### config.mk
export PLATFORM = sky130hd
export DESIGN_NAME = time_count_decoder
export DESIGN_NICKNAME = d
export VERILOG_FILES = /design/src/rtl/time_count_decoder.sv
export SDC_FILE = /design/constraint.sdc
export NUM_CORES = 1
export LEC_CHECK = 0
export ABC_AREA = 1
export CAP_MARGIN = 20
export CORE_MARGIN = 1
export CORE_UTILIZATION = 35
export DETAILED_ROUTE_END_ITERATION = 8
export REMOVE_ABC_BUFFERS = 1
export SLEW_MARGIN = 20
export SYNTH_ARGS = -nofsm -noshare
export SYNTH_HDL_FRONTEND = slang
export SYNTH_SLANG_ARGS = --single-unit
### constraint.sdc
create_clock -name clockSignal -period 2.4 [get_ports clockSignal]
set_input_delay 0.6 -clock clockSignal [delete_from_list [all_inputs] [get_ports clockSignal]]
set_output_delay 0.6 -clock clockSignal [all_outputs]
set_load 0.05 [all_outputs]
### src/rtl/time_count_decoder.sv
// -----------------------------------------------------------------------------
// time_count_decoder
//   Turns a raw 100 Hz tick count (centiseconds since epoch) into
//   days / hours / minutes / seconds / centiseconds for display. A single
//   restoring shift-subtract datapath is reused for four constant divides
//   (100, 60, 60, 24), one quotient bit per clock, MSB first.
//
// Ports
//   clockSignal   in   system clock, rising edge
//   resetN        in   asynchronous active-low reset
//   start         in   request conversion of countIn (honoured only when idle)
//   countIn       in   COUNT_W-bit tick count, captured on the accepting edge
//   busy          out  conversion in progress (includes the done cycle)
//   done          out  one-cycle pulse, result outputs freshly updated
//   centiseconds  out  0..99
//   seconds       out  0..59
//   minutes       out  0..59
//   hours         out  0..23
//   days          out  whole days, COUNT_W bits
//
// Timing (edge 0 = start accepted): each divide stage takes COUNT_W edges,
// the DONE state spends one more edge loading the output registers and
// raising done, so done is high after edge 4*COUNT_W+1 and busy drops on
// the following edge.
// -----------------------------------------------------------------------------
module time_count_decoder #(
  parameter int COUNT_W = 64
) (
  input  logic               clockSignal,
  input  logic               resetN,
  input  logic               start,
  input  logic [COUNT_W-1:0] countIn,
  output logic               busy,
  output logic               done,
  output logic [6:0]         centiseconds,
  output logic [5:0]         seconds,
  output logic [5:0]         minutes,
  output logic [4:0]         hours,
  output logic [COUNT_W-1:0] days
);

  localparam int CNT_W = (COUNT_W > 2) ? $clog2(COUNT_W) : 1;
  localparam logic [CNT_W-1:0] LAST_BIT = CNT_W'(COUNT_W - 1);

  typedef enum logic [2:0] {
    S_IDLE   = 3'd0,
    S_DIV100 = 3'd1,
    S_DIV60S = 3'd2,
    S_DIV60M = 3'd3,
    S_DIV24  = 3'd4,
    S_DONE   = 3'd5
  } state_t;

  state_t             state_q, state_d;
  logic [COUNT_W-1:0] dividend_q, dividend_d;  // dividend in, quotient out
  logic [7:0]         rem_q, rem_d;
  logic [CNT_W-1:0]   cnt_q, cnt_d;
  logic               busy_q, busy_d;
  logic               done_q, done_d;

  // stage results, latched as each divide finishes
  logic [6:0]         cs_q, cs_d;
  logic [5:0]         s_q, s_d;
  logic [5:0]         m_q, m_d;
  logic [4:0]         h_q, h_d;

  // display-facing registers, only touched in DONE
  logic [6:0]         cs_out_q, cs_out_d;
  logic [5:0]         s_out_q, s_out_d;
  logic [5:0]         m_out_q, m_out_d;
  logic [4:0]         h_out_q, h_out_d;
  logic [COUNT_W-1:0] days_out_q, days_out_d;

  // shared divide step
  logic [7:0]         divisor;
  logic [8:0]         rem_sh;
  logic               ge;
  logic [7:0]         rem_nx;
  logic [COUNT_W-1:0] quo_nx;
  logic               last;

  always_comb begin
    unique case (state_q)
      S_DIV60S, S_DIV60M: divisor = 8'd60;
      S_DIV24:            divisor = 8'd24;
      default:            divisor = 8'd100;
    endcase
    // rem < divisor <= 100, so the 9-bit shifted value never exceeds 199;
    // the subtraction result fits back into 8 bits.
    rem_sh = {rem_q, dividend_q[COUNT_W-1]};
    ge     = (rem_sh >= {1'b0, divisor});
    rem_nx = ge ? (rem_sh[7:0] - divisor) : rem_sh[7:0];
    quo_nx = {dividend_q[COUNT_W-2:0], ge};
    last   = (cnt_q == LAST_BIT);
  end

  always_comb begin
    state_d    = state_q;
    dividend_d = dividend_q;
    rem_d      = rem_q;
    cnt_d      = cnt_q;
    busy_d     = busy_q;
    done_d     = 1'b0;
    cs_d       = cs_q;
    s_d        = s_q;
    m_d        = m_q;
    h_d        = h_q;
    cs_out_d   = cs_out_q;
    s_out_d    = s_out_q;
    m_out_d    = m_out_q;
    h_out_d    = h_out_q;
    days_out_d = days_out_q;

    // busy stays up through the done cycle and drops right after it
    if (done_q) busy_d = 1'b0;

    unique case (state_q)
      S_IDLE: begin
        // busy_q still high during the done cycle blocks a too-early start
        if (start && !busy_q) begin
          dividend_d = countIn;
          rem_d      = '0;
          cnt_d      = '0;
          busy_d     = 1'b1;
          state_d    = S_DIV100;
        end
      end

      S_DIV100, S_DIV60S, S_DIV60M, S_DIV24: begin
        dividend_d = quo_nx;
        rem_d      = rem_nx;
        cnt_d      = cnt_q + 1'b1;
        if (last) begin
          // quotient stays in dividend_q as the next stage's input
          rem_d = '0;
          cnt_d = '0;
          unique case (state_q)
            S_DIV100: begin cs_d = rem_nx[6:0]; state_d = S_DIV60S; end
            S_DIV60S: begin s_d  = rem_nx[5:0]; state_d = S_DIV60M; end
            S_DIV60M: begin m_d  = rem_nx[5:0]; state_d = S_DIV24;  end
            default:  begin h_d  = rem_nx[4:0]; state_d = S_DONE;   end
          endcase
        end
      end

      S_DONE: begin
        cs_out_d   = cs_q;
        s_out_d    = s_q;
        m_out_d    = m_q;
        h_out_d    = h_q;
        days_out_d = dividend_q;
        done_d     = 1'b1;
        state_d    = S_IDLE;
      end

      default: state_d = S_IDLE;
    endcase
  end

  always_ff @(posedge clockSignal or negedge resetN) begin
    if (!resetN) begin
      state_q    <= S_IDLE;
      dividend_q <= '0;
      rem_q      <= '0;
      cnt_q      <= '0;
      busy_q     <= 1'b0;
      done_q     <= 1'b0;
      cs_q       <= '0;
      s_q        <= '0;
      m_q        <= '0;
      h_q        <= '0;
      cs_out_q   <= '0;
      s_out_q    <= '0;
      m_out_q    <= '0;
      h_out_q    <= '0;
      days_out_q <= '0;
    end else begin
      state_q    <= state_d;
      dividend_q <= dividend_d;
      rem_q      <= rem_d;
      cnt_q      <= cnt_d;
      busy_q     <= busy_d;
      done_q     <= done_d;
      cs_q       <= cs_d;
      s_q        <= s_d;
      m_q        <= m_d;
      h_q        <= h_d;
      cs_out_q   <= cs_out_d;
      s_out_q    <= s_out_d;
      m_out_q    <= m_out_d;
      h_out_q    <= h_out_d;
      days_out_q <= days_out_d;
    end
  end

  assign busy         = busy_q;
  assign done         = done_q;
  assign centiseconds = cs_out_q;
  assign seconds      = s_out_q;
  assign minutes      = m_out_q;
  assign hours        = h_out_q;
  assign days         = days_out_q;

endmodule
Fig. 1: run 1, clock routing
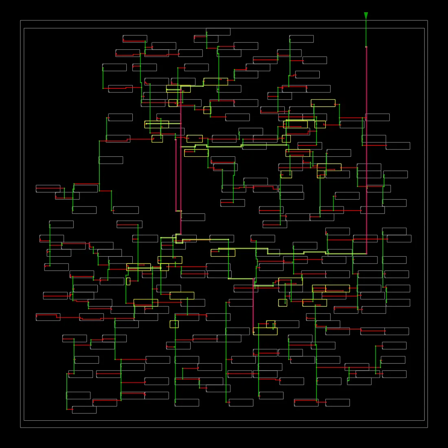
power in the clock group: 2.75 mW
CLK BUF: 19

Fig. 2: run 1, where the registers sit
Bar = 50 um. Other sequential cells in the stronger gray, the rest of the logic in the fainter gray.
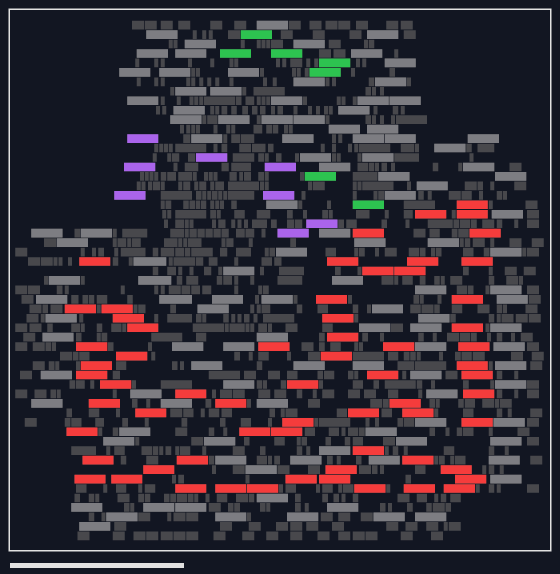
`rem_q`: in purple, placed flops 8. `centiseconds`: in green, placed flops 7, where top center. `dividend_q`: in red, placed flops 64.
Another 116 sequential cells are not colored.
sequential standard cell area: 4883 um^2
Seq/total area: 0.4499
utilization of the core after routing: 0.4751
power drawn by the sequential cells: 3.28 mW

Fig. 3: run 1, a small window of the routed layout
Region (19, 96) to (59, 136) um. Cells in gray, sequential cells in the stronger gray; small squares are vias.
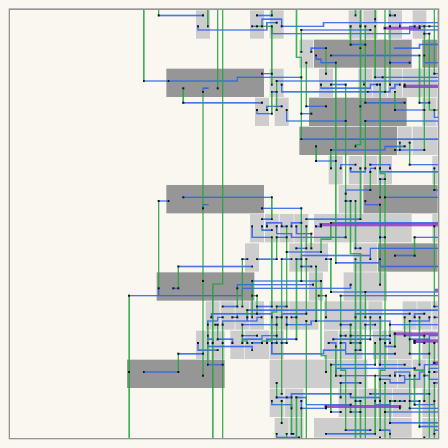
M2: in green. M1: in blue. M3: in purple.
Most frequent: nand2_1 (40), dfrtp_1 (9), inv_1 (6). Sequential cells in the window: 9. Netlist names of flops here include `rem_q` (4), `cs_q` (2), `s_q` (2). 79 logic cells have their middle in the window.

[run 1: cells in the final DEF (no fill, tap or decap), drive strengths merged]
| master | count |
|---|---|
| nand2 | 230 |
| dfrtp | 195 |
| clkdlybuf4s50 | 155 |
| inv | 110 |
| o21ai | 87 |
| nand3 | 86 |
| o221ai | 58 |
| nor2 | 22 |
| buf | 22 |
| clkbuf | 20 |
| nand4 | 10 |
| a21oi | 7 |
| o22ai | 5 |
| ha | 5 |
| clkinv | 4 |
| nor3 | 4 |
| o211ai | 3 |
| a22oi | 3 |
| clkinvlp | 2 |
| xnor2 | 1 |
| xor2 | 1 |
| nand3b | 1 |
[run 1: layer usage]
layer | global-route usage | wire length, um
met1 | 0.2532 | 9780
met2 | 0.2945 | 10120
met3 | 0.03398 | 849
met4 | 0.05229 | 197
met5 | 0 | 0
==> run notes, run 1 <==
Results of the run.

The clock reaches the later pin of the worst-skew pair after 0.44 ns. The run finished with clean final reports. Post-synthesis, Yosys gives the total cell area as 8225 um^2.

The cell type taking the most area is sequential cells. The critical path capture point is busy. Static timing analysis puts the maximum clock frequency at 437.5 MHz. The number of global-route vias before repair is 6486.

The dominant combinational cell family by area after synthesis is simple AND/OR/NAND/NOR gates. The share of synthesized area spent on multiplexers is 0. The signal on the critical path passes through clkdlybuf4s50_1. Setup slack on the worst reg-to-reg path comes out at 0.13 ns.

The post-CTS setup repair buffer count is 0. The launch point of the worst reg-to-reg path is state_q[0]. The tally of unique sky130hd cells used after synthesis is 32. The critical path endpoint category is an output port.

After layout, the inverter instance count without clock inverters stands at 104. Per the post-run analysis, buffers plus inverters along the critical path come to 1. Counting endpoints that fail hold in the final report gives 0. The area share of the leading cell type in the synthesized netlist is 0.5932. The antenna cell count is 0.

The worst slew slack as a fraction of its limit is 0.4812. The total track usage is 0.1833. The routed design shows a wire length per standard cell of 15.59 um. The delay of the slowest cell on the worst path is 0.86 ns.
==> inputs of run 2 (changes only) <==
Settings changed: CAP_MARGIN 20 to 10.
Fig. 4: run 2, nets reached from selected ports
Bar = 50 um.
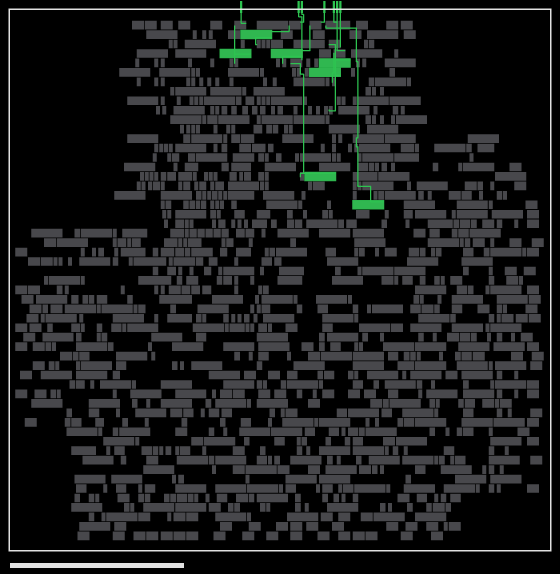
`centiseconds`: in green, bits 7, direction output, edge top, end cells 7, buffers 7, wire 256 um.
I/O pins: 157
PortBufs: 156

Fig. 5: run 2, clock routing
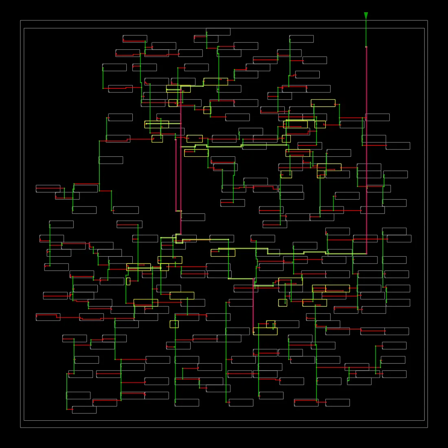
worst-case clock skew: 0.01388 ns
CTS sink count: 195
number of clock buffers inserted by TritonCTS: 17
count of sequential standard cells: 195
Insertion Delay late pin: 0.44 ns

==> run 2 against run 1 <==
Effect of this change:
- register-to-register slack about the same
- combinational power about the same
- clock power about the same
- die size unchanged
- setup slack unchanged
- power did not move
- final cell count stayed put
- sequential share of layout area stayed put
- worst hold slack stayed put
- utilization unchanged
- largest cell class unchanged
==> run notes, run 2 <==
Results of the run.

The count of clock buffers in the final design is 19 (unchanged). The critical path capture point was busy (unchanged). The sequential portion of the cell area is 0.4499 (unchanged).

Outcome: finished, final reports clean (unchanged). The sequential cell area is 4883 um^2 (unchanged). The number of global-route vias before repair was 6486 (unchanged). The final tally of hold violations came to 0 (unchanged).

The post-CTS setup repair buffer count is 0 (unchanged). The worst slew slack as a fraction of its limit came to 0.4812 (unchanged). The number of ordinary inverters in the final layout is 104 (unchanged). The met3 wirelength from detailed routing is 849 um (unchanged). The reg-to-reg setup timing slack came to 0.13 ns (about the same). The synthesis area per yosys was 8225 um^2 (unchanged). The delay of the slowest cell on the worst path is 0.86 ns (about the same). The met2 layer wire length in the routed design is 10120 um (unchanged). The met1 routing resource usage after global routing is 0.2532 (unchanged). The count of buffer and inverter cells on the critical path is 1 (unchanged). Critical-path cell list: clkdlybuf4s50_1 (unchanged). The tally of unique sky130hd cells used after synthesis is 32 (unchanged). The antenna cell count is 0 (unchanged).

The achievable clock frequency is 437.5 MHz (unchanged). The fraction of met2 tracks used by global routing is 0.2945 (unchanged).
## run 2: cell families (layout without fill, tap and decap cells)
logic type,Yosys count,after routing,synth area share
buffers and inverters,151,313,0.07393
AOI/OAI and AO/OA,163,163,0.1282
and+or+nand+nor,353,353,0.1949
xor gates and xnor gates,2,2,0.002130
DFF,195,195,0.5932
adders and majority gates,5,5,0.007606
## run 2: power by group through the flow
| stage | Combinational, mW | Sequential, mW | Clock [mW] |
|---|---|---|---|
| 2_1_floorplan | 0.000569 | 3.35 | 0 |
| 3_3_place_gp | 0.201 | 3.35 | 0 |
| 3_5_place_dp | 0.199 | 3.35 | 0 |
| 4_1_cts | 0.200 | 3.28 | 2.81 |
| 5_1_grt | 0.214 | 3.28 | 2.98 |
| 6_report | 0.193 | 3.28 | 2.75 |
==> inputs of run 3 (changes only) <==
Settings changed: SLEW_MARGIN 20 to not set.
Clock period 2.4 ns to 2.75 ns, I/O delays scaled along.
Fig. 6: run 3, clock routing
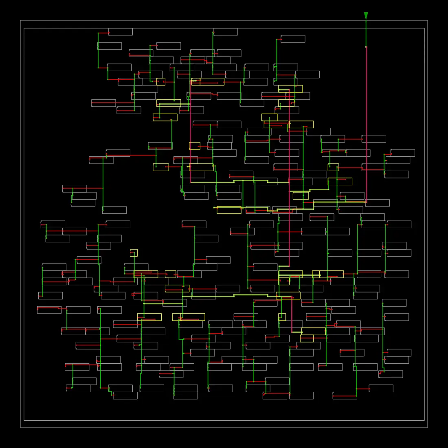
power in the clock group: 2.46 mW
CLK BUF: 18

Fig. 7: run 3, a small window of the routed layout
Region (19, 96) to (59, 136) um. Cells in gray, sequential cells in the stronger gray; small squares are vias.
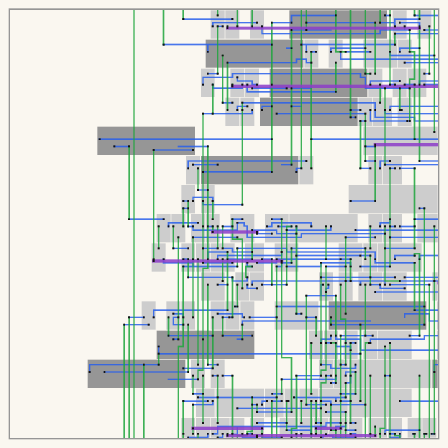
M1: in blue. M2: in green. M3: in purple.
Netlist names of flops here include `rem_q` (4), `cs_q` (3). Sequential cells in the window: 9. Most frequent: nand2_1 (47), nand3_1 (10), dfrtp_1 (9). 100 logic cells have their middle in the window.

==> run 3 against run 2 <==
Effect of this change:
- worst hold slack improved by 0.10 ns
- sequential power decreased by 13%
- sequential share of layout area increased by 0.17 points
- clock skew increased by 0.0021 ns
- die size unchanged
- design area decreased by 0.45%
- register-to-register slack improved by 0.25 ns
- area after synthesis unchanged
- synthesized cell count unchanged
- non-clock buffer count decreased by 5
- sequential cell count unchanged
- critical path type is now reg2reg
==> run notes, run 3 <==
Results of the run.

The launch point of the worst reg-to-reg path is state_q[2] (was state_q[0]). The adder-cell area share of the yosys netlist is 0.007606 (unchanged). The achievable clock frequency is 421.7 MHz.

Dominant logic cell types in the final layout: nand2_1 (220), dfrtp_1 (195), clkdlybuf4s50_1 (155) (was nand2_1 (220), dfrtp_1 (192), clkdlybuf4s50_1 (155)). The tally of unique sky130hd cells used after synthesis came to 32 (unchanged). The average detailed-routed wire length per instance is 15.20 um (was 15.59 um).

The share of synthesized area spent on multiplexers came to 0 (unchanged). The reg-to-reg setup timing slack came to 0.38 ns (was 0.13 ns). The synthesis area per yosys is 8225 um^2 (unchanged).

The number of top-level pins was 157 (unchanged). The total track usage came to 0.1766 (was 0.1833). The area share of the leading cell type in the synthesized netlist came to 0.5932 (unchanged). The delay of the slowest cell on the worst path is 0.51 ns (was 0.86 ns). The post-CTS setup repair buffer count is 0 (unchanged). The critical path capture point is m_q[4] (was busy). The reported sequential group power came to 2.86 mW (was 3.28 mW). The post-route core utilization is 0.4729 (was 0.4751).

The critical path endpoint category is a flop (was output port). The combinational gate power came to 171 uW (was 193 uW). The top contributor to total power is registers (unchanged). Outcome: finished, final reports clean (unchanged).

The number of global-route vias before repair is 6348 (was 6486). The clock buffer count from CTS is 17 (unchanged). The post-synthesis xor/xnor area fraction is 0.002130 (unchanged). The count of buffer and inverter cells on the critical path was 3 (was 1).

The most common library cell in the layout ignoring fill and taps is nand2_1 (unchanged). The setup clock skew after layout is 0.01600 ns (was 0.01388 ns).
==> run 3: cell count changes in the layout (fill, tap and decap cells not counted), sizes merged <==
cell      delta
buf          -5
clkbuf       -1
clkinvlp     +1
inv          +1
==> run 3: final cells by class <==
cell class / instances / area, um^2 / share of cell area
clock buffer: 18 / 439.2 / 0.04064
clock inverter: 14 / 158.9 / 0.01471
multi-input combinational: 523 / 2748 / 0.2543
inverter: 104 / 395.4 / 0.03659
sequential: 195 / 4880 / 0.4516
timing repair buffer: 173 / 1793 / 0.1659
tap: 313 / 391.6 / 0.03624
==> run 3: metal layers <==
layer | global-route usage | vias up | wire length [um]
li1 | - | 3197 | -
met1 | 0.2391 | 3089 | 9511
met2 | 0.2885 | 140 | 9707
met3 | 0.02953 | 23 | 790
met4 | 0.05882 | 0 | 358
met5 | 0 | - | 0
No activity file was given, so power comes from the tool's default toggle rates.
